`src/rtl/fifo_arbiter_if.sv`:
```
// Handshake bundle between two requesters, the external FIFO and the consumer of fifo_arbiter.
// slave is the arbiter's view; master is the environment (requesters, FIFO, consumer).
interface fifo_arbiter_if #(
    parameter int DATA_WIDTH = 8,
    parameter int ADDR_WIDTH = 4
);
    logic                  req0_valid;
    logic                  req1_valid;
    logic [DATA_WIDTH-1:0] req0_data;
    logic [DATA_WIDTH-1:0] req1_data;
    logic                  req0_ready;
    logic                  req1_ready;

    logic                  fifo_w_en;
    logic [DATA_WIDTH-1:0] fifo_w_data;
    logic                  fifo_r_en;
    logic [DATA_WIDTH-1:0] fifo_r_data;

    logic                  out_valid;
    logic [DATA_WIDTH-1:0] out_data;
    logic                  out_ready;

    logic [ADDR_WIDTH:0]   level;
    logic                  last_grant;

    modport slave (
        input  req0_valid, req1_valid, req0_data, req1_data,
        input  fifo_r_data, out_ready,
        output req0_ready, req1_ready,
        output fifo_w_en, fifo_w_data, fifo_r_en,
        output out_valid, out_data, level, last_grant
    );

    modport master (
        output req0_valid, req1_valid, req0_data, req1_data,
        output fifo_r_data, out_ready,
        input  req0_ready, req1_ready,
        input  fifo_w_en, fifo_w_data, fifo_r_en,
        input  out_valid, out_data, level, last_grant
    );
endinterface

```
`src/rtl/fifo_arbiter.sv`:
```
// Round-robin 2:1 writer into an external FIFO with a registered read side; write->out_valid >= 3 cycles.
// Requesters stall (ready low) while level==FIFO_DEPTH; consumer stall holds out_data and stops reads.
module fifo_arbiter #(
    parameter int DATA_WIDTH = 8,
    parameter int FIFO_DEPTH = 16,
    parameter int ADDR_WIDTH = 4
) (
    input  logic           clk,
    input  logic           rst,
    fifo_arbiter_if.slave  bus
);

    typedef enum logic [1:0] {
        IDLE = 2'd0,
        WAIT = 2'd1,
        HOLD = 2'd2
    } rd_state_e;

    localparam logic [ADDR_WIDTH:0] DEPTH   = (ADDR_WIDTH+1)'(FIFO_DEPTH);
    localparam logic [ADDR_WIDTH:0] LVL_ONE = (ADDR_WIDTH+1)'(1);

    rd_state_e             state_q, state_d;
    logic [ADDR_WIDTH:0]   level_q, level_d;
    logic                  last_grant_q, last_grant_d;
    logic                  out_valid_q, out_valid_d;
    logic [DATA_WIDTH-1:0] out_data_q, out_data_d;

    logic accept;
    logic gnt0;
    logic gnt1;
    logic w_en;
    logic r_en;

    // Own occupancy count: a read issued this cycle never frees space for this cycle's write.
    always_comb begin
        accept       = !rst && (level_q < DEPTH);
        gnt0         = 1'b0;
        gnt1         = 1'b0;
        if (accept) begin
            if (bus.req0_valid && bus.req1_valid) begin
                gnt0 = last_grant_q;
                gnt1 = ~last_grant_q;
            end else begin
                gnt0 = bus.req0_valid;
                gnt1 = bus.req1_valid;
            end
        end
        w_en         = gnt0 | gnt1;
        last_grant_d = w_en ? gnt1 : last_grant_q;
    end

    always_comb begin
        state_d     = state_q;
        r_en        = 1'b0;
        out_valid_d = out_valid_q;
        out_data_d  = out_data_q;
        case (state_q)
            IDLE: begin
                if (level_q != '0) begin
                    r_en    = 1'b1;
                    state_d = WAIT;
                end
            end
            WAIT: begin
                out_data_d  = bus.fifo_r_data;
                out_valid_d = 1'b1;
                state_d     = HOLD;
            end
            HOLD: begin
                if (bus.out_ready) begin
                    out_valid_d = 1'b0;
                    if (level_q != '0) begin
                        r_en    = 1'b1;
                        state_d = WAIT;
                    end else begin
                        state_d = IDLE;
                    end
                end
            end
            default: state_d = IDLE;
        endcase
        if (rst) begin
            r_en = 1'b0;
        end
    end

    always_comb begin
        level_d = level_q;
        case ({w_en, r_en})
            2'b10:   level_d = level_q + LVL_ONE;
            2'b01:   level_d = level_q - LVL_ONE;
            default: level_d = level_q;
        endcase
    end

    // last_grant resets to 1 so requester 0 wins the first contention.
    always_ff @(posedge clk) begin
        if (rst) begin
            state_q      <= IDLE;
            level_q      <= '0;
            last_grant_q <= 1'b1;
            out_valid_q  <= 1'b0;
            out_data_q   <= '0;
        end else begin
            state_q      <= state_d;
            level_q      <= level_d;
            last_grant_q <= last_grant_d;
            out_valid_q  <= out_valid_d;
            out_data_q   <= out_data_d;
        end
    end

    assign bus.req0_ready  = gnt0;
    assign bus.req1_ready  = gnt1;
    assign bus.fifo_w_en   = w_en;
    assign bus.fifo_w_data = gnt1 ? bus.req1_data : bus.req0_data;
    assign bus.fifo_r_en   = r_en;
    assign bus.out_valid   = out_valid_q;
    assign bus.out_data    = out_data_q;
    assign bus.level       = level_q;
    assign bus.last_grant  = last_grant_q;

endmodule

```
`src/flat_wrapper.sv`:
```
// flat-port wrapper written by rule: the top's interface ports become plain ports
module fifo_arbiter_flat 
#(
    parameter int DATA_WIDTH = 8,
    parameter int FIFO_DEPTH = 16,
    parameter int ADDR_WIDTH = 4
)
  (clk, rst, bus_req0_valid, bus_req1_valid, bus_req0_data, bus_req1_data, bus_fifo_r_data, bus_out_ready, bus_req0_ready, bus_req1_ready, bus_fifo_w_en, bus_fifo_w_data, bus_fifo_r_en, bus_out_valid, bus_out_data, bus_level, bus_last_grant);
  fifo_arbiter_if #(.DATA_WIDTH(DATA_WIDTH), .ADDR_WIDTH(ADDR_WIDTH)) bus_i ();
  input  logic clk;
  input  logic rst;
  input wire logic [$bits(bus_i.req0_valid)-1:0] bus_req0_valid;
  input wire logic [$bits(bus_i.req1_valid)-1:0] bus_req1_valid;
  input wire logic [$bits(bus_i.req0_data)-1:0] bus_req0_data;
  input wire logic [$bits(bus_i.req1_data)-1:0] bus_req1_data;
  input wire logic [$bits(bus_i.fifo_r_data)-1:0] bus_fifo_r_data;
  input wire logic [$bits(bus_i.out_ready)-1:0] bus_out_ready;
  output wire logic [$bits(bus_i.req0_ready)-1:0] bus_req0_ready;
  output wire logic [$bits(bus_i.req1_ready)-1:0] bus_req1_ready;
  output wire logic [$bits(bus_i.fifo_w_en)-1:0] bus_fifo_w_en;
  output wire logic [$bits(bus_i.fifo_w_data)-1:0] bus_fifo_w_data;
  output wire logic [$bits(bus_i.fifo_r_en)-1:0] bus_fifo_r_en;
  output wire logic [$bits(bus_i.out_valid)-1:0] bus_out_valid;
  output wire logic [$bits(bus_i.out_data)-1:0] bus_out_data;
  output wire logic [$bits(bus_i.level)-1:0] bus_level;
  output wire logic [$bits(bus_i.last_grant)-1:0] bus_last_grant;
  assign bus_i.req0_valid = bus_req0_valid;
  assign bus_i.req1_valid = bus_req1_valid;
  assign bus_i.req0_data = bus_req0_data;
  assign bus_i.req1_data = bus_req1_data;
  assign bus_i.fifo_r_data = bus_fifo_r_data;
  assign bus_i.out_ready = bus_out_ready;
  assign bus_req0_ready = bus_i.req0_ready;
  assign bus_req1_ready = bus_i.req1_ready;
  assign bus_fifo_w_en = bus_i.fifo_w_en;
  assign bus_fifo_w_data = bus_i.fifo_w_data;
  assign bus_fifo_r_en = bus_i.fifo_r_en;
  assign bus_out_valid = bus_i.out_valid;
  assign bus_out_data = bus_i.out_data;
  assign bus_level = bus_i.level;
  assign bus_last_grant = bus_i.last_grant;
  fifo_arbiter #(.DATA_WIDTH(DATA_WIDTH), .FIFO_DEPTH(FIFO_DEPTH), .ADDR_WIDTH(ADDR_WIDTH)) u_core (.clk(clk), .rst(rst), .bus(bus_i));
endmodule
```
`config.mk`:
```
export PLATFORM = sky130hd
export DESIGN_NAME = fifo_arbiter_flat
export DESIGN_NICKNAME = d
export VERILOG_FILES = /design/src/rtl/fifo_arbiter_if.sv /design/src/rtl/fifo_arbiter.sv /design/src/flat_wrapper.sv
export SDC_FILE = /design/constraint.sdc
export NUM_CORES = 1
export LEC_CHECK = 0
export CORE_MARGIN = 5
export CORE_UTILIZATION = 37
export CTS_BUF_LIST = sky130_fd_sc_hd__clkbuf_4 sky130_fd_sc_hd__clkbuf_8
export CTS_CLUSTER_DIAMETER = 40
export DETAILED_ROUTE_END_ITERATION = 8
export PLACE_DENSITY = 0.89
export SETUP_SLACK_MARGIN = 0.05
export SLEW_MARGIN = 20
export SYNTH_ARGS = -nofsm -noshare
export SYNTH_HDL_FRONTEND = slang
export SYNTH_SLANG_ARGS = --single-unit
```
`constraint.sdc`:
```
create_clock -name clk -period 5.7 [get_ports clk]
set_clock_uncertainty 0.1 [all_clocks]
set_input_delay 1.71 -clock clk [delete_from_list [all_inputs] [get_ports clk]]
set_output_delay 1.71 -clock clk [all_outputs]
set_load 0.05 [all_outputs]
```
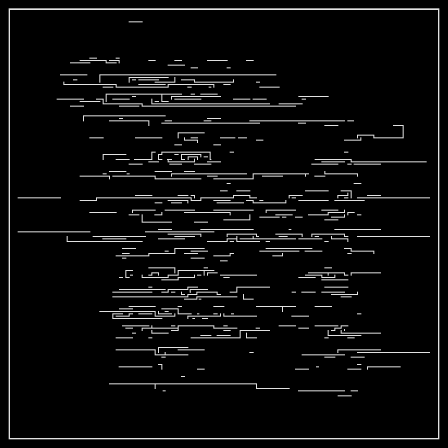
run_1/met1.png
wire length on this layer: 1100 um
main direction: horizontal
routing usage on met1: 15.98%
final wirelength: 2853 um

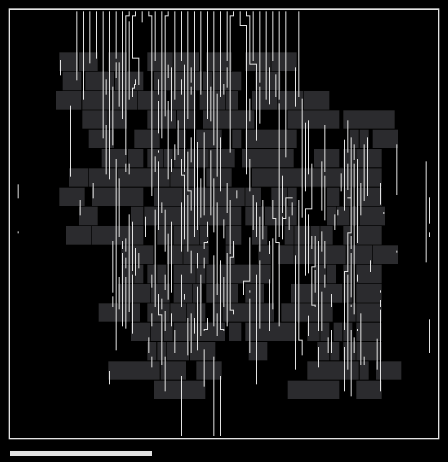
run_1/met2.png
The bar under the picture is 20 um long.
longest straight run: 31.7 um
share of all routed wire: 55%
via count: 954
GRT met2 Usage: 29.32%

==> impl_metrics.yaml, run 1 <==
# synthesis and place-and-route metrics
power:
  seqPwrFrac_pct: 26.7
  internal_power_mw: 0.3369
  pwr-share-clk_pct: 9.9
  leakage_nw: 0.6319
  p_sw_mw: 0.3276
place:
  io_buffers: 55
  gp_congestion: 0.6885
  dp_hpwl_um: 2353
floorplanning:
  num_rows: 18
  core_area_um2: 2455
  fp.dieW_um: 60.33
  die-area_um2: 3639
synth:
  ys_seq_share_pct: 36.32
  yosys_area_um2: 937.1
final_layout:
  layout.cells.non_filler: 197
  layout_top_cells: "clkdlybuf4s50_1, nand2_1, dfxtp_1, a21oi_1, nor2_1"
  diodes: 0
global_routing:
  track_usage_pct: 15.18
  grt_overflow: 0
  grt_pass1_vias: 937
clocking:
  holdBufCountCts: 0
  post_cts_resized: 0
  ctsLongestPathBuffers: 2
  clk-insertion-delay-late_ns: 0.29
  root_buffer: "clkbuf_4"
  clock_sinks: 17
  postCtsSetupBuffers: 0
sta:
  period_used_pct: 86.02
  slew_viol_final: 0
  setup_violations: 0
  rsz0062_at_grt: "false"
route:
  via_per_inst: 4.843
  dr.pass1.iters: 4
  wl_per_cell_um: 14.48
  antenna_left: 0
critical_path:
  cp-start-kind: "primary input"
  criticalPathCategory: "primary input to primary output"
  endpoint_kind: "primary output"
  crit_arrival_ns: 3.09
job:
  openroad.warnings: 26
status:
  status: "complete, no violations"
worst_hold_path:
  hold_class: "register to register"
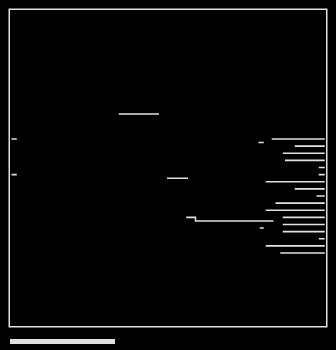
run_1/met3.png
The bar under the picture is 20 um long.
longest straight run: 14.7 um
nets with wire on the layer: 22
wire length on this layer: 143 um
GRT met3 Usage: 2.160%

==> run 1: logic make-up after synthesis <==
family,after synthesis,share of synthesized area (%)
buf+inv,12,5.607
compound gates,20,12.55
flops,17,36.32
simple gates,46,24.30
xor+xnor,2,1.870
mux,10,11.88
fa+ha+maj,5,7.477
==> run 1: Yosys cell counts <==
master	n	share of area, %
xor2_1	2	1.9
a21oi_1	13	6.9
nand3_1	1	0.53
nand3_4	1	1.9
mux2_2	1	1.2
a21o_1	1	0.80
or4_1	2	1.6
dfxtp_1	17	36
mux2_1	8	9.6
nor2b_1	4	2.7
o211ai_2	1	1.3
mux2i_1	1	1.1
inv_1	7	2.8
o21ai_0	2	1.1
nand2_1	19	7.6
nand2b_1	4	2.7
ha_1	4	5.3
nor2_4	1	1.2
buf_2	3	1.6
clkbuf_1	1	0.40
a211oi_1	1	0.80
buf_4	1	0.80
fa_1	1	2.1
o22ai_1	1	0.67
nor2_1	12	4.8
a21oi_2	1	0.93
nor4_1	2	1.3
==> run 1: area by class of cell <==
type | instances | area (um2)
repair buffers | 56 | 578.1
well taps | 30 | 37.54
clock buffers | 3 | 22.52
multi-input cells | 83 | 544.3
flip-flops and latches | 17 | 340.3
inverters | 7 | 26.28
clock inverters | 1 | 5.005
fillers | 207 | 900.9
==> run 1: critical path, stage by stage <==
cell and delay (ns):
clkdlybuf4s50_1 0.49, nor2_4 0.17, nand3_4 0.16, mux2_1 0.37, buf_4 0.20
==> run 1: registers in the layout, indices dropped and copies added (netlist names) <==
name                   flops
u_core.bus.last_grant      1
u_core.bus.level           5
u_core.bus.out_valid       1
u_core.bus.out_data        8
u_core.state_q             2
==> run 1: per-stage QoR <==
stage | setup WS (ns) | hold WS, ns | area [um2]
after floorplan | 0.2849 | 0.3425 | 937.1
after global placement | 0.8216 | 0.3430 | 1526
after detailed placement | 0.7920 | 0.3520 | 1526
after CTS | 0.7881 | 0.3667 | 1554
after global routing | 0.7206 | 0.3953 | 1554
final | 0.7967 | 0.3656 | 1554
==> run 1: power by group through the flow <==
| stage | Clock (mW) | Sequential, mW | Combinational [mW] |
|---|---|---|---|
| final | 0.0658 | 0.177 | 0.421 |
| after global routing | 0.0718 | 0.182 | 0.448 |
| after CTS | 0.0665 | 0.177 | 0.424 |
| after detailed placement | 0 | 0.180 | 0.423 |
| after global placement | 0 | 0.178 | 0.409 |
| after floorplan | 0 | 0.265 | 0.196 |
==> run 1: metal layers <==
layer	routed length (um)	vias to the layer above	global-route usage, %
met1	1096	443	15.98
met2	1582	25	29.32
li1	-	482	-
met4	31	0	6.646
met5	0	-	0
met3	142	4	2.160
==> run 1: final timing paths <==
path	startpoint	to	slack (ns)	depth (start not counted)
setup / recovery	rst	bus_fifo_w_data[0]	0.80	5
hold / removal	u_core.bus.out_data[6]$_SDFFE_PP0P_	u_core.bus.out_data[6]$_SDFFE_PP0P_	0.37	2
setup reg to reg	u_core.bus.level[1]$_SDFFE_PP0P_	u_core.bus.level[4]$_SDFFE_PP0P_	2.63	10
hold reg to reg	u_core.bus.out_data[6]$_SDFFE_PP0P_	u_core.bus.out_data[6]$_SDFFE_PP0P_	0.37	2
==> run 2, diff against run 1 <==
--- a/config.mk
+++ b/config.mk
@@ -10,6 +10,7 @@
 export CTS_BUF_LIST = sky130_fd_sc_hd__clkbuf_4 sky130_fd_sc_hd__clkbuf_8
 export CTS_CLUSTER_DIAMETER = 40
 export DETAILED_ROUTE_END_ITERATION = 8
+export HOLD_SLACK_MARGIN = 0.15
 export PLACE_DENSITY = 0.89
 export SETUP_SLACK_MARGIN = 0.05
 export SLEW_MARGIN = 20
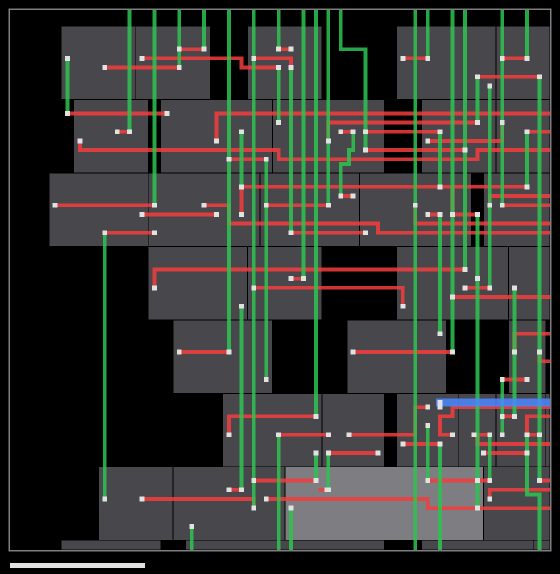
run_2/zoom.png
The bar under the picture is 5 um long. Region (5, 35) to (25, 55) um. Cells in gray, sequential cells in the stronger gray; small squares are vias.
[red] met1
[green] met2
[blue] met3
most frequent: clkdlybuf4s50_1 (10), buf_4 (8), mux2_1 (5)
netlist names of flops here include: u_core.bus.last_grant (1)
cells with their middle in the window: 30
sequential cells in the window: 1

==> impl_metrics.yaml, run 2 <==
# synthesis and place-and-route metrics
critical_path:
  criticalPathCategory: "primary input to primary output"
  r2r-start: "u_core.bus.level[1]$_SDFFE_PP0P_"
  crit_arrival_ns: 3.09
  worstSetupStartpoint: "rst"
  cp-start-kind: "primary input"
  required_ns: 3.89
  endpoint_kind: "primary output"
route:
  routed_wl_um: 2853
  drtIter0Drc: 45
  antenna_left: 0
  via_per_inst: 4.843
  wl_per_cell_um: 14.48
  vias: 954
  dr.pass1.iters: 4
clocking:
  ctsLongestPathBuffers: 2
  postCtsSetupBuffers: 0
  post_cts_resized: 0
  clock_sinks: 17
  holdBufCountCts: 0
  root_buffer: "clkbuf_4"
  clk-insertion-delay-late_ns: 0.29
  cts-buffers-inserted: 3
  htree_levels: 1
power:
  p_per_area_nw_per_um2: 427.6
  p_sw_mw: 0.3276
  leakage_nw: 0.6319
  seqPwrFrac_pct: 26.7
  pwr-share-clk_pct: 9.9
  internal_power_mw: 0.3369
  pwr-share-comb_pct: 63.4
synth:
  most_common_cell: "nand2_1"
  largest_area_cell: "dfxtp_1"
  synthTopCellsByArea: "dfxtp_1, mux2_1, nand2_1"
  syn_area_um2: 937.1
  synthArstFlopShare_pct: 0
  yosys_area_um2: 937.1
  edf_count: 0
  ys_seq_share_pct: 36.32
  synthDominantCellAreaShare_pct: 36.32
  synth_top_flop_cell: "dfxtp_1"
  synthTopCellsByCount: "nand2_1, dfxtp_1, a21oi_1, nor2_1, mux2_1"
global_routing:
  grt_use_met2_pct: 29.32
  grt-busiest-layer: "met2"
  grt_use_met1_pct: 15.98
  track_usage_pct: 15.18
  grt_pass1_vias: 937
  grt_use_met3_pct: 2.160
  grt_overflow: 0
  grt_max_degree: 20
place:
  gp_congestion: 0.6885
  io_buffers: 55
  dp_hpwl_um: 2353
  placedCellCount: 193
final_layout:
  layout.cells.non_filler: 197
  diodes: 0
  largest_reg_flops: 8
  layout_top_cells: "clkdlybuf4s50_1, nand2_1, dfxtp_1, a21oi_1, nor2_1"
sta:
  setup_violations: 0
  fin_tns_setup_ns: 0
  rsz0062_at_grt: "false"
  whs_ns: 0.3656
  slew_viol_final: 0
  period_used_pct: 86.02
floorplanning:
  fp.dieW_um: 60.33
  die-area_um2: 3639
  num_rows: 18
  core_area_um2: 2455
job:
  max-cap-violations: 0
  openroad.warnings: 26
worst_hold_path:
  hold_class: "register to register"
  hp-start: "u_core.bus.out_data[6]$_SDFFE_PP0P_"
status:
  status: "complete, no violations"
-- run 2: cell type report --
type | instances | area (um2)
clock buffers | 3 | 22.52
clock inverters | 1 | 5.005
fillers | 207 | 900.9
inverters | 7 | 26.28
multi-input cells | 83 | 544.3
flip-flops and latches | 17 | 340.3
well taps | 30 | 37.54
repair buffers | 56 | 578.1
-- run 2: kinds of logic after synthesis --
group / synth area share, %
AND/OR/NAND/NOR: 24.30
buffers and inverters: 5.607
flip-flops: 36.32
XOR/XNOR: 1.870
AND-OR/OR-AND: 12.55
multiplexers: 11.88
adder cells (fa/ha/maj): 7.477
-- run 2: worst max-delay path: stages --
cell,delay (ns)
clkdlybuf4s50_1,0.49
nor2_4,0.17
nand3_4,0.16
mux2_1,0.37
buf_4,0.20
-- run 2: worst paths after layout --
check	to	slack [ns]	cells after the start
setup / recovery	bus_fifo_w_data[0]	0.80	5
hold reg to reg	u_core.bus.out_data[6]$_SDFFE_PP0P_	0.37	2
setup reg to reg	u_core.bus.level[4]$_SDFFE_PP0P_	2.63	10
hold / removal	u_core.bus.out_data[6]$_SDFFE_PP0P_	0.37	2
-- run 2: through the flow --
step | total power [mW] | setup slack (ns) | utilization [%] | instance area [um2]
floorplan | 0.4615 | 0.2849 | - | 937.1
global placement | 0.5866 | 0.8216 | 62.18 | 1526
detailed placement | 0.6030 | 0.7920 | 62.18 | 1526
CTS | 0.6672 | 0.7881 | 63.30 | 1554
global route | 0.7021 | 0.7206 | 63.30 | 1554
finish | 0.6645 | 0.7967 | 63.30 | 1554
-- run 2: routing by layer --
metal,part of all wire [%],up-vias
met2,55,25
li1,-,482
met4,1.1,0
met1,38,443
met3,5.0,4
met5,0,-
-- run 2: power by group through the flow --
stage | sequential [mW] | combinational (mW) | clock, mW
3_5_place_dp | 0.180 | 0.423 | 0
2_1_floorplan | 0.265 | 0.196 | 0
4_1_cts | 0.177 | 0.424 | 0.0665
6_report | 0.177 | 0.421 | 0.0658
3_3_place_gp | 0.178 | 0.409 | 0
5_1_grt | 0.182 | 0.448 | 0.0718
Power is estimated from default activity; no workload was simulated.
